File: src/rtl/apb_bridge_pkg.sv
// Shared types for the APB command master: FSM states, command and
// response word layouts, and default bus widths.
package apb_bridge_pkg;

  localparam int DEF_ADDR_W = 32;
  localparam int DEF_DATA_W = 32;

  typedef enum logic [2:0] {
    IDLE,
    FETCH,
    SETUP,
    ACCESS,
    RESP
  } state_e;

  typedef struct packed {
    logic                  write;
    logic [DEF_ADDR_W-1:0] addr;
    logic [DEF_DATA_W-1:0] wdata;
  } cmd_t;

  typedef struct packed {
    logic                  err;
    logic [DEF_DATA_W-1:0] rdata;
  } rsp_t;

  localparam logic [DEF_DATA_W-1:0] ABORT_RDATA = '0;

endpackage

File: src/rtl/apb_slv_decode.sv
// Address to one-hot slave select; every address bit above the slave
// field takes part in the range check.
module apb_slv_decode #(
  parameter int ADDR_W    = 32,
  parameter int NSLV      = 4,
  parameter int SLV_SHIFT = 12
) (
  input  logic [ADDR_W-1:0] addr_i,
  output logic [NSLV-1:0]   psel_o,
  output logic              oor_o
);

  localparam int IW = ADDR_W - SLV_SHIFT;

  logic [IW-1:0] idx;

  assign idx   = addr_i[ADDR_W-1:SLV_SHIFT];
  assign oor_o = (idx >= IW'(NSLV));

  always_comb begin
    psel_o = '0;
    for (int i = 0; i < NSLV; i++) begin
      if (idx == IW'(i)) psel_o[i] = 1'b1;
    end
  end

endmodule

File: src/rtl/apb_cmd_master.sv
// APB master stage: pops a command, runs one APB transfer, and pushes
// {err, rdata} to the response FIFO for reads.
module apb_cmd_master
  import apb_bridge_pkg::*;
#(
  parameter int ADDR_W    = DEF_ADDR_W,
  parameter int DATA_W    = DEF_DATA_W,
  parameter int NSLV      = 4,
  parameter int SLV_SHIFT = 12,
  parameter int TIMEOUT   = 255
) (
  input  logic                     clk,
  input  logic                     rst,
  input  logic                     cmd_empty,
  input  logic [ADDR_W+DATA_W:0]   cmd_rdata,
  output logic                     cmd_rd_en,
  input  logic                     rsp_full,
  output logic                     rsp_wdata_vld,
  output logic [DATA_W:0]          rsp_wdata,
  output logic [NSLV-1:0]          psel,
  output logic                     penable,
  output logic                     pwrite,
  output logic [ADDR_W-1:0]        paddr,
  output logic [DATA_W-1:0]        pwdata,
  input  logic [DATA_W-1:0]        prdata,
  input  logic                     pready,
  input  logic                     pslverr
);

  localparam logic [7:0] TO = 8'(TIMEOUT);

  state_e            state_q;
  logic [NSLV-1:0]   psel_q;
  logic [NSLV-1:0]   dec_psel;
  logic              dec_oor;
  logic              oor_q;
  logic              penable_q;
  logic              pwrite_q;
  logic [ADDR_W-1:0] paddr_q;
  logic [DATA_W-1:0] pwdata_q;
  rsp_t              rsp_q;
  logic [7:0]        cnt_q;
  logic [7:0]        cnt_d;
  cmd_t              cmd_w;

  assign cmd_w = cmd_rdata;

  apb_slv_decode #(
    .ADDR_W    (ADDR_W),
    .NSLV      (NSLV),
    .SLV_SHIFT (SLV_SHIFT)
  ) u_dec (
    .addr_i (cmd_w.addr),
    .psel_o (dec_psel),
    .oor_o  (dec_oor)
  );

  // Saturating wait-state count
  assign cnt_d = (cnt_q == 8'hFF) ? cnt_q : cnt_q + 8'd1;

  // FIFO strobes are combinational so a pop/push lands in the same cycle
  assign cmd_rd_en     = !rst && (state_q == IDLE) && !cmd_empty;
  assign rsp_wdata_vld = !rst && (state_q == RESP) && !rsp_full;

  assign psel      = psel_q;
  assign penable   = penable_q;
  assign pwrite    = pwrite_q;
  assign paddr     = paddr_q;
  assign pwdata    = pwdata_q;
  assign rsp_wdata = rsp_q;

  always_ff @(posedge clk) begin
    if (rst) begin
      state_q   <= IDLE;
      psel_q    <= '0;
      oor_q     <= 1'b0;
      penable_q <= 1'b0;
      pwrite_q  <= 1'b0;
      paddr_q   <= '0;
      pwdata_q  <= '0;
      rsp_q     <= '0;
      cnt_q     <= '0;
    end else begin
      unique case (state_q)
        IDLE: begin
          if (!cmd_empty) state_q <= FETCH;
        end
        FETCH: begin
          psel_q   <= dec_psel;
          oor_q    <= dec_oor;
          paddr_q  <= cmd_w.addr;
          pwrite_q <= cmd_w.write;
          pwdata_q <= cmd_w.write ? cmd_w.wdata : '0;
          state_q  <= SETUP;
        end
        SETUP: begin
          cnt_q <= '0;
          if (oor_q) begin
            rsp_q   <= '{err: 1'b1, rdata: ABORT_RDATA};
            state_q <= pwrite_q ? IDLE : RESP;
          end else begin
            penable_q <= 1'b1;
            state_q   <= ACCESS;
          end
        end
        ACCESS: begin
          if (pready) begin
            psel_q    <= '0;
            penable_q <= 1'b0;
            rsp_q     <= '{err: pslverr,
                           rdata: pwrite_q ? ABORT_RDATA : prdata};
            state_q   <= pwrite_q ? IDLE : RESP;
          end else if (cnt_d == TO) begin
            psel_q    <= '0;
            penable_q <= 1'b0;
            rsp_q     <= '{err: 1'b1, rdata: ABORT_RDATA};
            state_q   <= pwrite_q ? IDLE : RESP;
          end else begin
            cnt_q <= cnt_d;
          end
        end
        RESP: begin
          if (!rsp_full) state_q <= IDLE;
        end
        default: state_q <= IDLE;
      endcase
    end
  end

endmodule
File: config.mk
export PLATFORM = sky130hd
export DESIGN_NAME = apb_cmd_master
export DESIGN_NICKNAME = d
export VERILOG_FILES = /design/src/rtl/apb_bridge_pkg.sv /design/src/rtl/apb_slv_decode.sv /design/src/rtl/apb_cmd_master.sv
export SDC_FILE = /design/constraint.sdc
export NUM_CORES = 1
export LEC_CHECK = 0
export CAP_MARGIN = 40
export CELL_PAD_IN_SITES_DETAIL_PLACEMENT = 0
export CELL_PAD_IN_SITES_GLOBAL_PLACEMENT = 1
export CORE_ASPECT_RATIO = 0.7
export CORE_MARGIN = 8
export CORE_UTILIZATION = 29
export CTS_CLUSTER_SIZE = 24
export DETAILED_ROUTE_END_ITERATION = 10
export GPL_TIMING_DRIVEN = 0
export PLACE_DENSITY_LB_ADDON = 0.1
export SYNTH_ARGS = -nofsm -noshare
export SYNTH_HDL_FRONTEND = slang
export SYNTH_SLANG_ARGS = --single-unit
File: constraint.sdc
create_clock -name clk -period 2.55 [get_ports clk]
set_clock_uncertainty 0.05 [all_clocks]
set_input_delay 0.51 -clock clk [delete_from_list [all_inputs] [get_ports clk]]
set_output_delay 0.51 -clock clk [all_outputs]
set_load 0.05 [all_outputs]
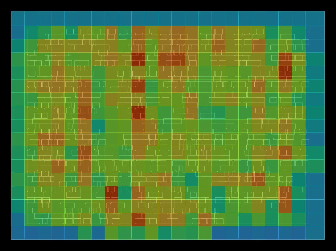
**Above:** run 1 (routing congestion map).
GRT Total Usage: 0.152
GR met2 Demand/Resource: 0.230
GR peak layer: met2
met1 usage: 0.193
final design utilization: 0.496

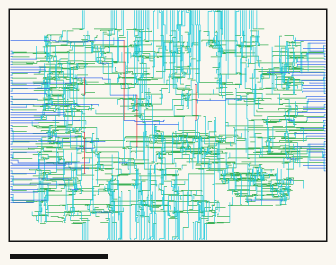
**Above:** run 1 (metal layers overlaid).
Bar = 50 µm.
Key: cyan = M2 [wire length 6560 µm]; green = M1 [wire length 6810 µm]; red = M4 [wire length 116 µm]; blue = M3 [wire length 1370 µm]
via count: 4329
routed length per instance: 16.1 µm
routed wire length: 14.9 mm

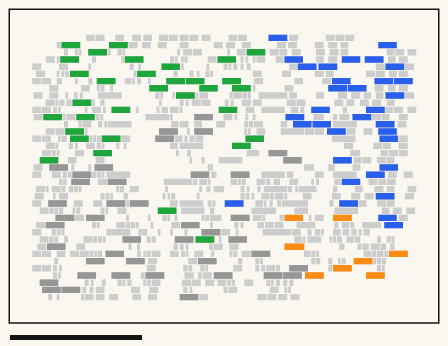
**Above:** run 1 (sequential cells coloured by netlist name).
Bar = 50 µm. Other sequential cells in the stronger grey, the rest of the logic in the fainter grey.
Key: blue = rsp_wdata [sequential cells 33]; orange = cnt_q [sequential cells 8, where bottom right]; green = paddr [sequential cells 32]
Another 42 sequential cells are not coloured.
FF/Latch Area: 2300 µm²
flop share of the area: 0.318

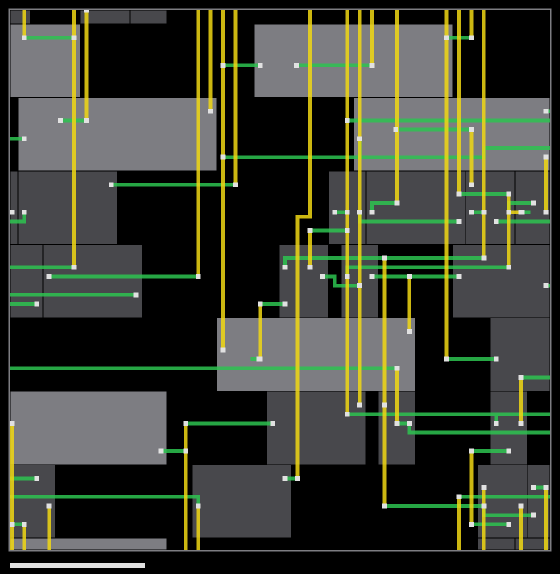
**Above:** run 1 (close-up of the layout).
Bar = 5 µm. Window x 71 to 91, y 73 to 93 µm. Cells in grey, sequential cells in the stronger grey; small squares are vias.
Key: green = M1; yellow = M2
Most frequent: clkdlybuf4s50_1 (7), dfxtp_1 (5), nand2_1 (4). Sequential cells in the window: 5. 21 logic cells have their middle in the window. Netlist names of flops here include paddr (4), psel (1).

==> results.json, run 1 <==
{
  "internal-power_w": 0.00408,
  "worst_skew_pair.late_latency_ps": 400,
  "cts_max_path_buffers": 2,
  "critical_path_class": "flip-flop to flip-flop",
  "ant_nets": 0,
  "min_path_type": "flip-flop to flip-flop",
  "comb_power_share": 0.270,
  "tightestPinTransition_ps": 618,
  "rrSetupSlack_ps": 180,
  "powerSeq_w": 0.00205,
  "gp_congestion": 0.815,
  "period_minus_slack_ps": 2370,
  "dpl.hpwl_mm": 11.5,
  "crit_buf_inv": 2,
  "nets": 816,
  "finalSetupViolCount": 0,
  "port-buffer-count": 206,
  "rows": 37,
  "htreeDepth": 4,
  "hold_depth": 2,
  "xor_share": 0,
  "synth_simple_gate_area_share": 0.189,
  "cts_buffers": 17,
  "fp-utilization": 0.294,
  "critPathMaxStageDelay_ps": 430,
  "inv_count": 4,
  "setup-tns-final_ps": 0,
  "hold_ws_ps": 397,
  "cp_top_family": "AND-OR/OR-AND gates",
  "ys_types": 48,
  "final_cell_mix": "clkdlybuf4s50_1 (203), dfxtp_1 (114), nand2_1 (109), a21oi_1 (81), nand3_1 (35)",
  "ys_cells": 486,
  "grt_max_degree": 17,
  "num-clock-buffers": 19,
  "routedLengthMet1_mm": 6.81,
  "cp.required_ps": 2780,
  "switching_share": 0.329,
  "grt_pass1_vias": 4343,
  "die_w_um": 162,
  "fin_crit_sh": 0.929,
  "final_area_um2": 7250,
  "critical-path-slowest-cell": "dfxtp_1",
  "route.met2.wl_mm": 6.56,
  "diodes": 0,
  "synth-async-reset-ratio": 0,
  "crit_start": "cnt_q[1]",
  "setup.worst_path.end": "rsp_wdata[24]",
  "power_switching_w": 0.00200,
  "multiInputCombCellCount": 330,
  "reg2reg_from": "cnt_q[1]",
  "wl_met3_mm": 1.37,
  "first_iter_violations": 204,
  "dr.pass1.iters": 4,
  "status": "completed",
  "dpl-instance-area_um2": 6620,
  "synth.top_cell.area_share": 0.534,
  "die_h_um": 118,
  "buf_share": 0.313,
  "comb_area_frac": 0.253,
  "drive_gt1_frac": 0.0814,
  "cp-start-kind": "flip-flop",
  "fin_cells": 920,
  "cts_setup_buffers": 0,
  "end_kind": "flip-flop"
}
==> run 1 -> run 2 <==
- CORE_UTILIZATION: 29 -> 26
- GPL_ROUTABILITY_DRIVEN: not set -> 0
- clock period: 2.55 -> 1.95 ns (I/O delays scaled with it)
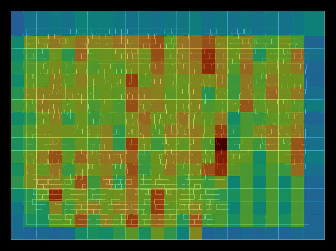
**Above:** run 2 (routing congestion map).
GRT Total Usage: 0.146
GR met2 Demand/Resource: 0.221
met1 usage: 0.179
met3 Use GR: 0.0769
routed length per instance: 16.3 µm

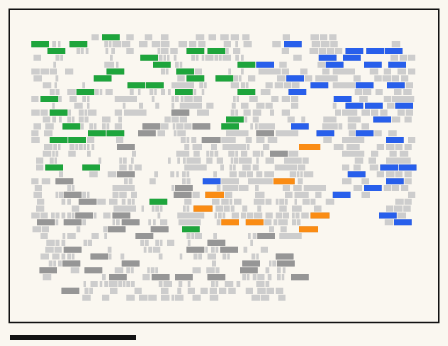
**Above:** run 2 (sequential cells coloured by netlist name).
Bar = 50 µm. Other sequential cells in the stronger grey, the rest of the logic in the fainter grey.
Key: green = paddr [sequential cells 32]; blue = rsp_wdata [sequential cells 33]; orange = cnt_q [sequential cells 8]
flop share of the area: 0.307
Seq. pwr: 0.00268 W
FF/Latch Area: 2320 µm²
final design utilization: 0.465

==> run 2 against run 1 <==
The run now ends with negative setup slack left. Total power rose by 30%. Final area increased by 4.1%. Utilization decreased by 3.1 points. Area after synthesis unchanged. Clock power increased by 26%. Critical path depth is 1 higher. Combinational power is 34% higher. Via count increased by 1.9%. Final cell count grew 5.3%. Largest power group unchanged. Hold slack lost 82 ps. Die area grew 10%.
==> results.json, run 2 <==
{
  "fin_crit_sh": 1.09,
  "synth-async-reset-ratio": 0,
  "nets": 835,
  "setup_slack_ps": -185,
  "cp_top_family": "AND-OR/OR-AND gates",
  "buf_share": 0.317,
  "top_usage_layer": "met2",
  "cp-start-kind": "flip-flop",
  "end_kind": "flip-flop",
  "die_w_um": 170,
  "xor_share": 0,
  "yosysWarnings": 0,
  "status": "finished, violations left",
  "hold_ws_ps": 315,
  "setup-tns-final_ps": -5050,
  "ant_nets": 0,
  "maxPowerGroup": "the clock network",
  "rrSetupSlack_ps": -190,
  "grt_max_degree": 17,
  "antenna_found_initial": 0,
  "final_cell_mix": "dfxtp_1 (108), nand2_1 (107), dlygate4sd2_1 (103), clkdlybuf4s50_1 (100), a21oi_1 (74)",
  "cts_buffers": 17,
  "route.met2.wl_mm": 6.93,
  "ys_cells": 486,
  "fin_cells": 969,
  "rows": 39,
  "cp.required_ps": 2240,
  "dpl-instance-area_um2": 6680,
  "num_vias": 4412,
  "crit_buf_inv": 3,
  "fp-utilization": 0.265,
  "cts_max_path_buffers": 2,
  "diodes": 0,
  "synth.top_cell.area_share": 0.534,
  "worst_skew_pair.late_latency_ps": 410,
  "inv_count": 4,
  "num-clock-buffers": 17,
  "io_pins": 208,
  "routedLengthMet1_mm": 7.00,
  "final_area_um2": 7550,
  "period_minus_slack_ps": 2140,
  "ir_drop_mv": 0.433,
  "ys_types": 48,
  "internal-power_w": 0.00510,
  "drive_gt1_frac": 0.164,
  "grt_pass1_vias": 4401,
  "cts_setup_buffers": 11,
  "overflow": 0,
  "synth_simple_gate_area_share": 0.189,
  "violations": "negative setup slack",
  "reg2reg_from": "cnt_q[1]",
  "critPathMaxStageDelay_ps": 370,
  "crit_start": "cnt_q[1]",
  "die_h_um": 124,
  "dr.pass1.iters": 4,
  "min_path_type": "primary input to flip-flop",
  "critical_path_class": "flip-flop to flip-flop",
  "switching_share": 0.355,
  "first_iter_violations": 256,
  "critical-path-slowest-cell": "a2111oi_4",
  "wl_met3_mm": 1.69,
  "tightestPinTransition_ps": 576,
  "port-buffer-count": 206,
  "hold_depth": 3,
  "dp_cells": 917,
  "htreeDepth": 4,
  "finalSetupViolCount": 40
}
Power and IR drop assume default switching activity.
